**src/rtl/can_tx_mailbox_scheduler.sv**
```systemverilog
// Transmit mailbox scheduler for a CAN controller: holds host frames, arbitrates
// by {id, rtr}, drives the frame transmitter and handles retries and aborts.
module can_tx_mailbox_scheduler #(
  parameter int NUM_MB      = 4,
  parameter int MAX_RETRIES = 4,
  parameter int TIMEOUT_CYC = 4096
) (
  input  logic              clk,
  input  logic              rst,
  input  logic              mb_wr,
  input  logic [2:0]        mb_sel,
  input  logic [10:0]       mb_id,
  input  logic              mb_rtr,
  input  logic [3:0]        mb_dlc,
  input  logic [63:0]       mb_data,
  input  logic [NUM_MB-1:0] tx_req,
  input  logic [NUM_MB-1:0] abort_req,
  output logic [NUM_MB-1:0] mb_pending,
  output logic [NUM_MB-1:0] mb_done,
  output logic [NUM_MB-1:0] mb_failed,
  output logic              tx_start,
  output logic [10:0]       tx_id,
  output logic              tx_rtr,
  output logic [3:0]        tx_dlc,
  output logic [63:0]       tx_data,
  input  logic              tx_busy,
  input  logic              tx_ack,
  input  logic              tx_arb_lost,
  input  logic              tx_error
);

  localparam int AW = (NUM_MB > 1) ? $clog2(NUM_MB) : 1;
  localparam int RW = $clog2(MAX_RETRIES + 1);
  localparam int TW = $clog2(TIMEOUT_CYC + 1);

  typedef enum logic [1:0] {
    ST_IDLE   = 2'd0,
    ST_SELECT = 2'd1,
    ST_START  = 2'd2,
    ST_WAIT   = 2'd3
  } state_t;

  function automatic logic [3:0] clamp_dlc(input logic [3:0] dlc);
    if (dlc > 4'd8) begin
      return 4'd8;
    end else begin
      return dlc;
    end
  endfunction

  logic [10:0]       mb_id_r   [NUM_MB];
  logic              mb_rtr_r  [NUM_MB];
  logic [3:0]        mb_dlc_r  [NUM_MB];
  logic [63:0]       mb_data_r [NUM_MB];
  logic [RW-1:0]     retry_r   [NUM_MB];
  logic [RW-1:0]     retry_nxt_s [NUM_MB];

  state_t            state_r;
  logic [AW-1:0]     active_idx_r;
  logic [TW-1:0]     timer_r;
  logic              abort_flag_r;

  logic [NUM_MB-1:0] wr_en_s;
  logic [NUM_MB-1:0] act_vec_s;
  logic [NUM_MB-1:0] pend_nxt_s;
  logic [NUM_MB-1:0] done_nxt_s;
  logic [NUM_MB-1:0] failed_nxt_s;
  logic              win_valid_s;
  logic [AW-1:0]     win_idx_s;
  logic [11:0]       win_key_s;
  logic              take_s;
  logic              in_wait_s;
  logic              in_flight_s;
  logic              timeout_s;
  logic              ev_ack_s;
  logic              ev_err_s;
  logic              ev_arb_s;
  logic              ev_any_s;
  logic              aborted_s;
  logic              sel_abort_s;

  // Write enables: out-of-range selects and pending mailboxes never match.
  always_comb begin
    for (int i = 0; i < NUM_MB; i++) begin
      wr_en_s[i] = mb_wr && (mb_sel == 3'(i)) && !mb_pending[i];
    end
  end

  // Winner: lowest {id, rtr} among pending mailboxes, strict compare keeps the lowest index on ties.
  always_comb begin
    win_valid_s = 1'b0;
    win_idx_s   = {AW{1'b0}};
    win_key_s   = {12{1'b1}};
    take_s      = 1'b0;
    for (int i = 0; i < NUM_MB; i++) begin
      take_s      = mb_pending[i] && (!win_valid_s || ({mb_id_r[i], mb_rtr_r[i]} < win_key_s));
      win_idx_s   = take_s ? AW'(i) : win_idx_s;
      win_key_s   = take_s ? {mb_id_r[i], mb_rtr_r[i]} : win_key_s;
      win_valid_s = win_valid_s | take_s;
    end
  end

  // Outcome decode with ack > error (incl. timeout) > arbitration lost.
  always_comb begin
    in_wait_s   = (state_r == ST_WAIT);
    in_flight_s = (state_r == ST_START) || (state_r == ST_WAIT);
    timeout_s   = in_wait_s && !tx_ack && !tx_error && !tx_arb_lost &&
                  (timer_r == TW'(TIMEOUT_CYC - 1));
    ev_ack_s    = in_wait_s && tx_ack;
    ev_err_s    = in_wait_s && !tx_ack && (tx_error || timeout_s);
    ev_arb_s    = in_wait_s && !tx_ack && !tx_error && tx_arb_lost;
    ev_any_s    = ev_ack_s || ev_err_s || ev_arb_s;
    aborted_s   = abort_flag_r || abort_req[active_idx_r];
    sel_abort_s = (state_r == ST_SELECT) && win_valid_s && abort_req[win_idx_s];
    act_vec_s   = in_flight_s ? ({{(NUM_MB-1){1'b0}}, 1'b1} << active_idx_r) : {NUM_MB{1'b0}};
  end

  // Per-mailbox pending / retry bookkeeping and result pulses.
  always_comb begin
    pend_nxt_s   = mb_pending;
    done_nxt_s   = {NUM_MB{1'b0}};
    failed_nxt_s = {NUM_MB{1'b0}};
    for (int i = 0; i < NUM_MB; i++) begin
      retry_nxt_s[i] = retry_r[i];
      if (tx_req[i] && !mb_pending[i]) begin
        pend_nxt_s[i]  = 1'b1;
        retry_nxt_s[i] = {RW{1'b0}};
      end else if (abort_req[i] && mb_pending[i] && !act_vec_s[i]) begin
        pend_nxt_s[i]   = 1'b0;
        failed_nxt_s[i] = 1'b1;
        retry_nxt_s[i]  = {RW{1'b0}};
      end else if (act_vec_s[i] && ev_any_s) begin
        if (ev_ack_s) begin
          pend_nxt_s[i]  = 1'b0;
          done_nxt_s[i]  = 1'b1;
          retry_nxt_s[i] = {RW{1'b0}};
        end else if (aborted_s) begin
          // An aborted frame that did not complete fails without consuming a retry.
          pend_nxt_s[i]   = 1'b0;
          failed_nxt_s[i] = 1'b1;
          retry_nxt_s[i]  = {RW{1'b0}};
        end else if (ev_err_s) begin
          if (retry_r[i] == RW'(MAX_RETRIES - 1)) begin
            pend_nxt_s[i]   = 1'b0;
            failed_nxt_s[i] = 1'b1;
            retry_nxt_s[i]  = {RW{1'b0}};
          end else begin
            retry_nxt_s[i] = retry_r[i] + RW'(1);
          end
        end else begin
          retry_nxt_s[i] = retry_r[i];
        end
      end else begin
        retry_nxt_s[i] = retry_r[i];
      end
    end
  end

  // Mailbox storage, loaded by accepted host writes.
  always_ff @(posedge clk or negedge rst) begin
    if (!rst) begin
      for (int i = 0; i < NUM_MB; i++) begin
        mb_id_r[i]   <= 11'd0;
        mb_rtr_r[i]  <= 1'b0;
        mb_dlc_r[i]  <= 4'd0;
        mb_data_r[i] <= 64'd0;
      end
    end else begin
      for (int i = 0; i < NUM_MB; i++) begin
        if (wr_en_s[i]) begin
          mb_id_r[i]   <= mb_id;
          mb_rtr_r[i]  <= mb_rtr;
          mb_dlc_r[i]  <= clamp_dlc(mb_dlc);
          mb_data_r[i] <= mb_data;
        end
      end
    end
  end

  // Pending flags, retry counters and result pulses.
  always_ff @(posedge clk or negedge rst) begin
    if (!rst) begin
      mb_pending <= {NUM_MB{1'b0}};
      mb_done    <= {NUM_MB{1'b0}};
      mb_failed  <= {NUM_MB{1'b0}};
      for (int i = 0; i < NUM_MB; i++) begin
        retry_r[i] <= {RW{1'b0}};
      end
    end else begin
      mb_pending <= pend_nxt_s;
      mb_done    <= done_nxt_s;
      mb_failed  <= failed_nxt_s;
      for (int i = 0; i < NUM_MB; i++) begin
        retry_r[i] <= retry_nxt_s[i];
      end
    end
  end

  // Transmit sequencer: IDLE -> SELECT -> START -> WAIT -> IDLE.
  always_ff @(posedge clk or negedge rst) begin
    if (!rst) begin
      state_r      <= ST_IDLE;
      active_idx_r <= {AW{1'b0}};
      timer_r      <= {TW{1'b0}};
      abort_flag_r <= 1'b0;
      tx_start     <= 1'b0;
      tx_id        <= 11'd0;
      tx_rtr       <= 1'b0;
      tx_dlc       <= 4'd0;
      tx_data      <= 64'd0;
    end else begin
      tx_start <= 1'b0;
      case (state_r)
        ST_IDLE: begin
          abort_flag_r <= 1'b0;
          timer_r      <= {TW{1'b0}};
          if ((|mb_pending) && !tx_busy) begin
            state_r <= ST_SELECT;
          end else begin
            state_r <= ST_IDLE;
          end
        end
        ST_SELECT: begin
          // A winner aborted in this very cycle is dropped without starting.
          if (win_valid_s && !sel_abort_s) begin
            active_idx_r <= win_idx_s;
            tx_id        <= mb_id_r[win_idx_s];
            tx_rtr       <= mb_rtr_r[win_idx_s];
            tx_dlc       <= mb_dlc_r[win_idx_s];
            tx_data      <= mb_data_r[win_idx_s];
            tx_start     <= 1'b1;
            state_r      <= ST_START;
          end else begin
            state_r <= ST_IDLE;
          end
        end
        ST_START: begin
          timer_r      <= {TW{1'b0}};
          abort_flag_r <= abort_flag_r | abort_req[active_idx_r];
          state_r      <= ST_WAIT;
        end
        ST_WAIT: begin
          if (ev_any_s) begin
            abort_flag_r <= 1'b0;
            state_r      <= ST_IDLE;
          end else begin
            timer_r      <= timer_r + TW'(1);
            abort_flag_r <= abort_flag_r | abort_req[active_idx_r];
            state_r      <= ST_WAIT;
          end
        end
        default: begin
          state_r <= ST_IDLE;
        end
      endcase
    end
  end

endmodule

```
**config.mk**
```make
export PLATFORM = sky130hd
export DESIGN_NAME = can_tx_mailbox_scheduler
export DESIGN_NICKNAME = d
export VERILOG_FILES = /design/src/rtl/can_tx_mailbox_scheduler.sv
export SDC_FILE = /design/constraint.sdc
export NUM_CORES = 1
export LEC_CHECK = 0
export CORE_UTILIZATION = 35
export CTS_CLUSTER_SIZE = 20
export DETAILED_ROUTE_END_ITERATION = 7
export DONT_BUFFER_PORTS = 1
export PLACE_DENSITY_LB_ADDON = 0.08
export SETUP_SLACK_MARGIN = 0.15
export SLEW_MARGIN = 10
export SYNTH_ARGS = -nofsm -noshare
export SYNTH_HDL_FRONTEND = slang
export SYNTH_SLANG_ARGS = --single-unit
export TNS_END_PERCENT = 1
```
**constraint.sdc**
```tcl
create_clock -name clk -period 10.8 [get_ports clk]
set_clock_uncertainty 0.05 [all_clocks]
set_input_delay 2.16 -clock clk [delete_from_list [all_inputs] [get_ports clk]]
set_output_delay 2.16 -clock clk [all_outputs]
set_load 0.01 [all_outputs]
```
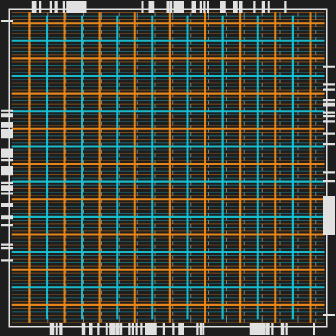
Figure 1: PDN straps and rails.
Pins as bars on the die edge. Tap cells in gray.
- VSS: orange
- VDD: cyan
- met5 straps: 17
- tap cells: 765
- signal pins: 191
- met4 straps: 17

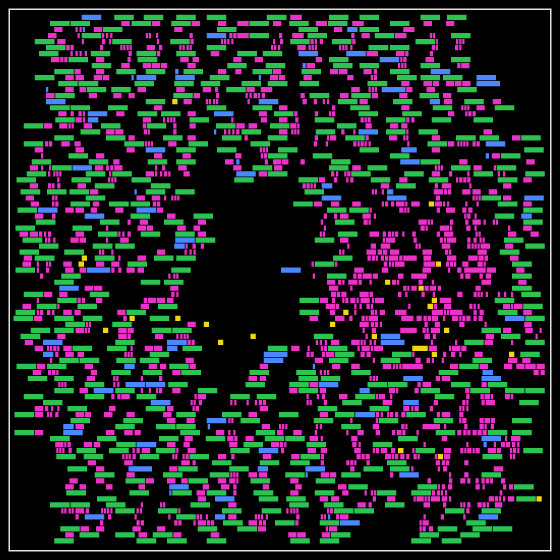
Figure 2: placement by cell class.
- all other logic: magenta (cells 1302; share of their area 41%)
- clock drivers and dummy loads: blue (cells 92; share of their area 8.2%)
- other buffers and delay cells: yellow (cells 25; share of their area 0.91%)
- flops: green (cells 443; share of their area 50%)

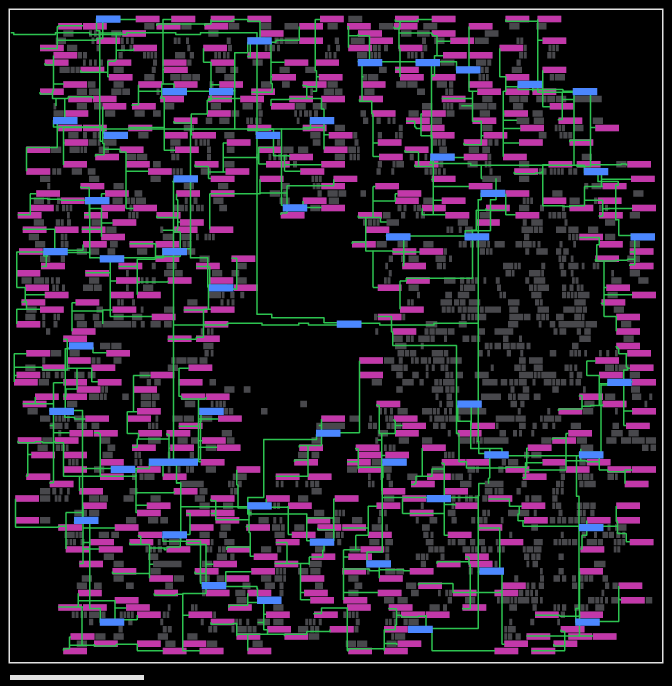
Figure 3: routed clock nets over the placement.
The bar under the picture is 50 um long.
- cells driving clock nets: blue (count 52)
- flip-flops: magenta (count 443)
- clock wires: green (length 6580 um)
- flops lie: widely spread

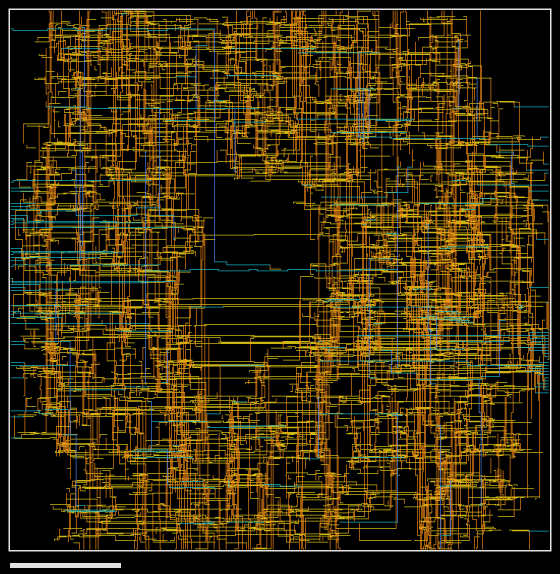
Figure 4: wiring by layer.
The bar under the picture is 50 um long.
- met3: cyan (wire length 3160 um)
- met1: yellow (wire length 26.9 mm)
- met2: orange (wire length 28.2 mm)
- met4: blue (wire length 1300 um)

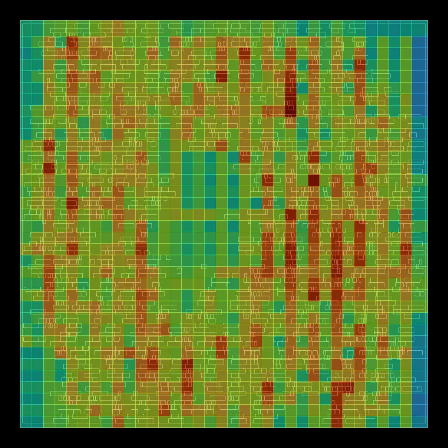
Figure 5: routing congestion.
utilization after layout: 39.9%
Most Used Layer, Global Route: met2
Global Route met3 Usage: 4.03%

==> flow_summary.toml <==
# synthesis and place-and-route metrics
[die]
core-area_um2 = 57800
rows = 88
die_w_um = 244

[critical_path]
endpoint_kind = "flip-flop"
cp_max_fo = 84
reg2reg_from = "mb_pending[0]$_DFFE_PN0P_"

[logic_synthesis]
yosys_cells = 1864
ys_seq_elements = 443

[power]
seq-power_mw = 3.04
swShare_pct = 41.8
power_mw = 9.01
clockPowerShare_pct = 20.6

[cells_and_area]
seqCellArea_um2 = 11100
antenna_cells = 1
buffers = 25
clk_share_pct = 7.87
dominant-cell-class = "registers"
drive_gt1_share_pct = 23.1

[clock_tree]
cts_sinks = 443
cts.repair.resized = 0

[outcome]
status = "finished with violations"
violations = "slew limit"

[job]
maxCapViolCount = 0

[timing]
hold_violations = 0
slew_violations = 199
setup_viol = 0

[hold_path]
hold-path-cell-count = 2

[route]
wl_per_cell_um = 22.7

[grt]
gr-total-overflow = 0
